### Zoomed window

Scale bar: 20 um. Region (42, 41) to (92, 91) um. Cells in gray, sequential cells in the stronger gray; small squares are vias.
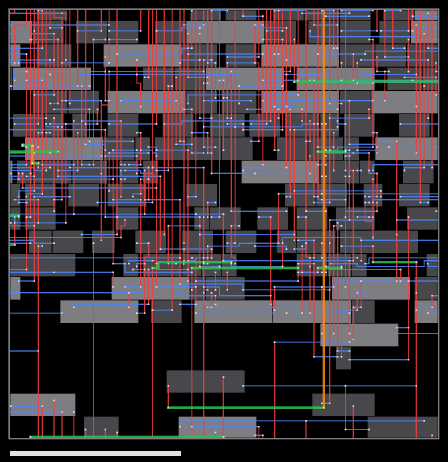
### Clock nets

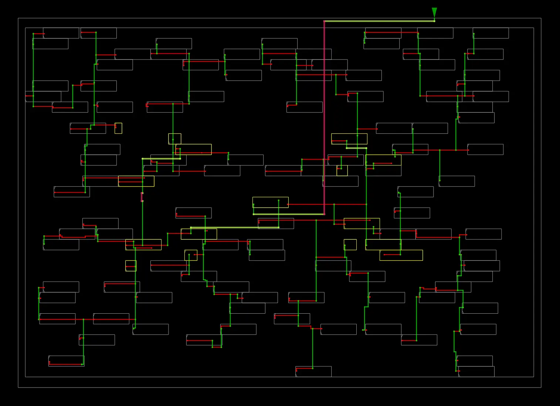
### Sequential cells colored by netlist name

Scale bar: 50 um.
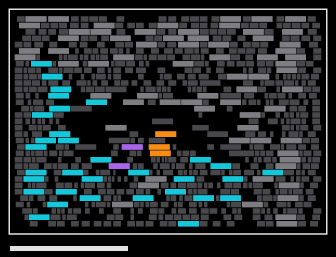
### M1 wires

Scale bar: 50 um.
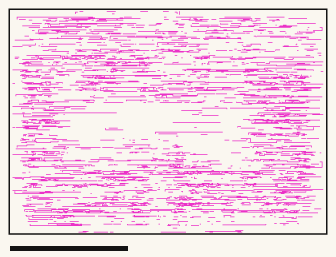
### Pin map

Scale bar: 50 um. Pins as bars across the die edge, other pins in gray.
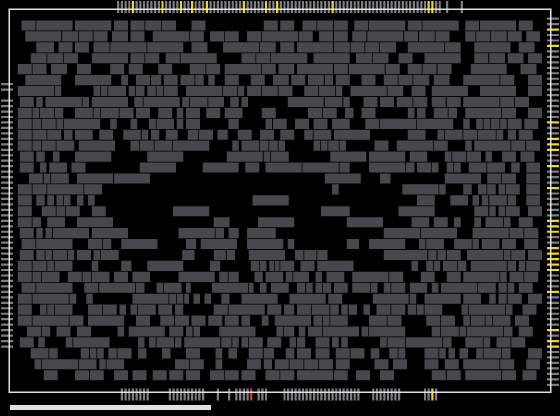
==> src/rtl/mips_mc_pkg.sv <==
// Purpose: shared state encoding, default widths and owner codes for the memory port arbiter.
// Latency: none, declarations only.
// Backpressure: none, declarations only.
package mips_mc_pkg;

    localparam int DEF_ADDR_W     = 32;
    localparam int DEF_DATA_W     = 32;
    localparam int DEF_STARVE_MAX = 4;

    // Arbiter sequencing: sample requests, drive the memory, acknowledge.
    typedef enum logic [1:0] {
        ST_IDLE = 2'd0,
        ST_ACC  = 2'd1,
        ST_DONE = 2'd2
    } arb_state_t;

    // Owner / winner encoding shared by the arbiter and its priority unit.
    localparam logic OWNER_CPU = 1'b0;
    localparam logic OWNER_LD  = 1'b1;

endpackage

==> src/rtl/arb_prio_starve.sv <==
// Purpose: loader-priority winner select with a CPU starvation counter.
// Latency: winner is combinational; the counter updates on the grant edge.
// Backpressure: none; the caller only uses winner when it issues a grant.
// Ports: clk/rst (async active-low); idle = parent FSM in its sampling state;
//        cpu_req/ld_req = live requests; grant = access granted this cycle;
//        winner = OWNER_LD or OWNER_CPU for the current request pair.
module arb_prio_starve
    import mips_mc_pkg::*;
#(
    parameter int STARVE_MAX = DEF_STARVE_MAX
) (
    input  logic clk,
    input  logic rst,
    input  logic idle,
    input  logic cpu_req,
    input  logic ld_req,
    input  logic grant,
    output logic winner
);

    localparam int CNT_W = (STARVE_MAX < 1) ? 1 : $clog2(STARVE_MAX + 1);
    localparam logic [CNT_W-1:0] CNT_MAX = CNT_W'(STARVE_MAX);

    logic [CNT_W-1:0] starve_cnt_q;
    logic [CNT_W-1:0] starve_cnt_d;
    logic             cpu_starved;

    // Loader normally wins; a CPU that has watched STARVE_MAX loader grants
    // in a row takes the next slot.
    always_comb begin
        cpu_starved = cpu_req && (starve_cnt_q == CNT_MAX);
        winner      = (ld_req && !cpu_starved) ? OWNER_LD : OWNER_CPU;
    end

    always_comb begin
        starve_cnt_d = starve_cnt_q;
        if (idle && !cpu_req) begin
            // CPU is not waiting, so nothing is being starved.
            starve_cnt_d = '0;
        end else if (grant) begin
            if (winner == OWNER_CPU) begin
                starve_cnt_d = '0;
            end else if (starve_cnt_q != CNT_MAX) begin
                starve_cnt_d = starve_cnt_q + 1'b1;
            end
        end
    end

    always_ff @(posedge clk or negedge rst) begin
        if (!rst) begin
            starve_cnt_q <= '0;
        end else begin
            starve_cnt_q <= starve_cnt_d;
        end
    end

endmodule

==> src/rtl/mem_port_arbiter.sv <==
// Purpose: shares one synchronous memory port between the CPU datapath and a loader.
// Latency: request sampled at edge N, memory access in cycle N+1, ack and rdata in cycle N+2.
// Backpressure: a losing or waiting requester holds its request; cpu_stall flags a pending CPU.
// Ports: clk, rst (async active-low); cpu_* and ld_* request/ack pairs; mem_* to the RAM
//        (mem_rdata arrives one cycle after the address); rdata valid with ack; owner = last grant.
module mem_port_arbiter
    import mips_mc_pkg::*;
#(
    parameter int ADDR_W     = DEF_ADDR_W,
    parameter int DATA_W     = DEF_DATA_W,
    parameter int STARVE_MAX = DEF_STARVE_MAX
) (
    input  logic              clk,
    input  logic              rst,
    input  logic              cpu_req,
    input  logic              cpu_we,
    input  logic [ADDR_W-1:0] cpu_addr,
    input  logic [DATA_W-1:0] cpu_wdata,
    output logic              cpu_ack,
    output logic              cpu_stall,
    input  logic              ld_req,
    input  logic              ld_we,
    input  logic [ADDR_W-1:0] ld_addr,
    input  logic [DATA_W-1:0] ld_wdata,
    output logic              ld_ack,
    output logic [DATA_W-1:0] rdata,
    output logic              mem_we,
    output logic [ADDR_W-1:0] mem_addr,
    output logic [DATA_W-1:0] mem_wdata,
    input  logic [DATA_W-1:0] mem_rdata,
    output logic              owner
);

    arb_state_t        state_q,   state_d;
    logic              owner_q,   owner_d;
    logic              mem_we_q,  mem_we_d;
    logic [ADDR_W-1:0] addr_q,    addr_d;
    logic [DATA_W-1:0] wdata_q,   wdata_d;
    logic [DATA_W-1:0] rdata_q,   rdata_d;
    logic              cpu_ack_q, cpu_ack_d;
    logic              ld_ack_q,  ld_ack_d;

    logic idle;
    logic grant;
    logic winner;

    assign idle  = (state_q == ST_IDLE);
    assign grant = idle && (cpu_req || ld_req);

    arb_prio_starve #(
        .STARVE_MAX (STARVE_MAX)
    ) u_arb (
        .clk     (clk),
        .rst     (rst),
        .idle    (idle),
        .cpu_req (cpu_req),
        .ld_req  (ld_req),
        .grant   (grant),
        .winner  (winner)
    );

    always_comb begin
        state_d   = state_q;
        owner_d   = owner_q;
        addr_d    = addr_q;
        wdata_d   = wdata_q;
        rdata_d   = rdata_q;
        mem_we_d  = 1'b0;
        cpu_ack_d = 1'b0;
        ld_ack_d  = 1'b0;
        case (state_q)
            ST_IDLE: begin
                if (grant) begin
                    // Only these latched values reach the memory.
                    owner_d = winner;
                    if (winner == OWNER_LD) begin
                        mem_we_d = ld_we;
                        addr_d   = ld_addr;
                        wdata_d  = ld_wdata;
                    end else begin
                        mem_we_d = cpu_we;
                        addr_d   = cpu_addr;
                        wdata_d  = cpu_wdata;
                    end
                    state_d = ST_ACC;
                end
            end
            ST_ACC: begin
                cpu_ack_d = (owner_q == OWNER_CPU);
                ld_ack_d  = (owner_q == OWNER_LD);
                state_d   = ST_DONE;
            end
            ST_DONE: begin
                // RAM output is stable through DONE; keep it so rdata holds until the next ack.
                rdata_d = mem_rdata;
                state_d = ST_IDLE;
            end
            default: begin
                state_d = ST_IDLE;
            end
        endcase
    end

    always_ff @(posedge clk or negedge rst) begin
        if (!rst) begin
            state_q   <= ST_IDLE;
            owner_q   <= OWNER_CPU;
            mem_we_q  <= 1'b0;
            addr_q    <= '0;
            wdata_q   <= '0;
            rdata_q   <= '0;
            cpu_ack_q <= 1'b0;
            ld_ack_q  <= 1'b0;
        end else begin
            state_q   <= state_d;
            owner_q   <= owner_d;
            mem_we_q  <= mem_we_d;
            addr_q    <= addr_d;
            wdata_q   <= wdata_d;
            rdata_q   <= rdata_d;
            cpu_ack_q <= cpu_ack_d;
            ld_ack_q  <= ld_ack_d;
        end
    end

    assign mem_we    = mem_we_q;
    assign mem_addr  = addr_q;
    assign mem_wdata = wdata_q;
    assign owner     = owner_q;
    assign cpu_ack   = cpu_ack_q;
    assign ld_ack    = ld_ack_q;
    assign cpu_stall = cpu_req & ~cpu_ack_q;
    // The RAM answers in the ack cycle itself, so pass it through there and
    // show the held copy at all other times.
    assign rdata     = (state_q == ST_DONE) ? mem_rdata : rdata_q;

endmodule
==> config.mk <==
export PLATFORM = sky130hd
export DESIGN_NAME = mem_port_arbiter
export DESIGN_NICKNAME = d
export VERILOG_FILES = /design/src/rtl/mips_mc_pkg.sv /design/src/rtl/arb_prio_starve.sv /design/src/rtl/mem_port_arbiter.sv
export SDC_FILE = /design/constraint.sdc
export NUM_CORES = 1
export LEC_CHECK = 0
export CAP_MARGIN = 20
export CORE_ASPECT_RATIO = 0.7
export CORE_MARGIN = 1.5
export CORE_UTILIZATION = 44
export CTS_BUF_LIST = sky130_fd_sc_hd__clkbuf_8 sky130_fd_sc_hd__clkbuf_16
export DETAILED_ROUTE_END_ITERATION = 6
export PLACE_DENSITY = 0.87
export SYNTH_ARGS = -nofsm -noshare
export SYNTH_HDL_FRONTEND = slang
export SYNTH_SLANG_ARGS = --single-unit
export TNS_END_PERCENT = 50
==> constraint.sdc <==
create_clock -name clk -period 4.85 [get_ports clk]
set_clock_uncertainty 0.05 [all_clocks]
set_input_delay 1.455 -clock clk [delete_from_list [all_inputs] [get_ports clk]]
set_output_delay 1.455 -clock clk [all_outputs]
set_load 0.03 [all_outputs]
==> reports/results.txt <==
Placed Area = 0.00797 mm2
Fmax achieved = 231 MHz
Final Max-Slew Violation Tally = 0
Biggest area cells = dfrtp_1, o211ai_2, nand4_1, nand3_1, o21ai_0
Die area = 0.0128 mm2
Clock group = 739 uW
Clk slew on worst S/H paths = 0.07 ns
Setup Buffers After CTS = 0
CTS-repair resized insts = 0
Met2 Use GR = 46.8%
Final non-filler cell total = 876
Mapped Cells = 485
Share of layout cells above drive strength 1 = 16.1%
I/O pins = 267
Worst Tran Pin Value = 0.878 ns
Synth Area in XOR/XNOR = 0%
Max H-tree Level = 3
Worst Path Arrival = 2.82 ns
Slew headroom = 41.3%
WL met2 = 8.77 mm
Gr usage total = 26.3%
Grt met3 use = 6.07%
RSZ-0062 raised after global routing = false
Post-route clock period utilization = 89.1%
Post-DP HPWL = 11.9 mm
Yosys top cell by instances = dfrtp_1
Area Overhead vs Synth = 56.0%
Unique cell types = 29
Cells along the critical path = clkdlybuf4s50_1, mux2_1, clkdlybuf4s50_1
Total power = 5720 uW
Kind of critical path = in2out
M1 WL = 7.10 mm
Yosys warning tally = 0
Final ANT Viol Nets = 0
EDFF count, synth = 0
Simple share = 15.6%
Num CTS Buffers = 9
Max_cap viols = 0
Adder Area Share = 0.471%
Sequential share of power = 26.4%
Heaviest power group = combinational cells
Initial drt markers = 221
P_int = 3150 uW
Kind of start point of the critical path = primary input
CP dominant cell by count = clkdlybuf4s50_1
Status = finished, final reports clean
Global-route wire length before repair = 26.7 mm
Comb pwr share = 60.7%
HP Class = reg2reg
Drt via density = 5.78
Commonest cells post-synth = dfrtp_1, nand3_1, nand4_1, o21ai_0, o211ai_2
Worst IR Drop VDD = 464 uV
Total iterations of the first detailed-routing run = 4
CTS root buf = clkbuf_16
CP Capture Type = output pin
Synthesized registers = 105
Fin Setup TNS = 0 ns
FP Rows = 33
Setup WS pre-CTS = 0.529 ns
Busiest grt layer = met2
Max Used Layer = met4
CTS tree = done
Final Hold Fails = 0
Chip area in the Yosys report = 0.00532 mm2
RD Place Congestion = 0.819
Mapped Nets = 653
WL per Instance = 19.7 um
About 'Zoomed window':
- orange: metal 4
- green: metal 3
- red: metal 2
- blue: metal 1
- most frequent: clkdlybuf4s50_1 (43), dfrtp_1 (20), nand3_1 (9)
- netlist names of flops here include: rdata_q (11), mem_wdata (7)
- cells with their middle in the window: 115
- sequential cells in the window: 20

About 'Clock nets':
clk sink count: 105
num sequential: 105
Clock Latency Late Sink: 0.33 ns

About 'Sequential cells colored by netlist name':
- orange: u_arb.starve_cnt_q (flops 3)
- cyan: mem_addr (flops 32)
- purple: state_q (flops 2)
- not colored: 68
Seq area share: 31.7%
Register Area: 0.00263 mm2
Core Util, Final: 70.7%
Seq power: 1510 uW

About 'M1 wires':
- main direction: horizontal
- wire length on this layer: 7100 um
- longest straight run: 36.8 um
total wire length: 17.3 mm
GR Util met1: 33.1%
routed via count: 5060

About 'Pin map':
- red: cpu_req (pins 1; direction input; edge bottom)
- yellow: cpu_wdata (pins 32; direction input; edge 20 right, 11 top, 1 bottom)
- all pins by edge: 90 top, 68 right, 61 bottom, 48 left
Chip Height: 95.0 um
Die W: 134 um
I/O Buffers: 266

==> area by class of cell <==
class / instances / area [um2] / share of cell area [%]
tap: 157 / 196 / 2.37
multi-input combinational: 316 / 2380 / 28.7
inverter: 3 / 11.3 / 0.136
timing repair buffer: 279 / 2780 / 33.5
sequential: 105 / 2630 / 31.7
clock inverter: 7 / 76.3 / 0.920
clock buffer: 9 / 225 / 2.71
==> path summary, 6_finish.rpt <==
check | startpoint | to | slack, ns | cells past startpoint
min reg2reg | owner$_DFFE_PN0P_ | cpu_ack$_DFF_PN0_ | 0.44 | 1
max in group asynchronous | rst | mem_wdata[5]$_DFFE_PN0P_ | 2.81 | 2
min in group asynchronous | rst | rdata_q[4]$_DFF_PN0_ | 1.08 | 1
max reg2reg | state_q[0]$_DFFE_PN0P_ | mem_wdata[16]$_DFFE_PN0P_ | 2.63 | 4
max | mem_rdata[20] | rdata[20] | 0.53 | 3
min | owner$_DFFE_PN0P_ | cpu_ack$_DFF_PN0_ | 0.44 | 1
==> state kept, by name, summed over array words and instances (netlist names) <==
signal              count
mem_addr               32
mem_wdata              32
rdata_q                32
u_arb.starve_cnt_q      3
state_q                 2
cpu_ack                 1
ld_ack                  1
mem_we                  1
owner                   1
==> cells in the final DEF, fill, tap and decap left out, types with 3 or more instances in the layout <==
cell type	instances
clkdlybuf4s50_1	264
dfrtp_1	105
nand3_1	67
nand4_1	65
o21ai_0	61
o211ai_2	60
mux2_2	17
mux2_1	15
buf_4	12
clkbuf_16	9
o21ai_1	7
o211ai_1	4
inv_1	3
nor2b_1	3
inv_6	3
==> worst register-to-register path, delay by kind of cell, from the launching register on <==
kind	cells	cell delay, ns
compound gates	1	0.18
buf+inv	1	0.58
simple gates	2	0.92
flops	1	0.43
Power is estimated from default activity; no workload was simulated.
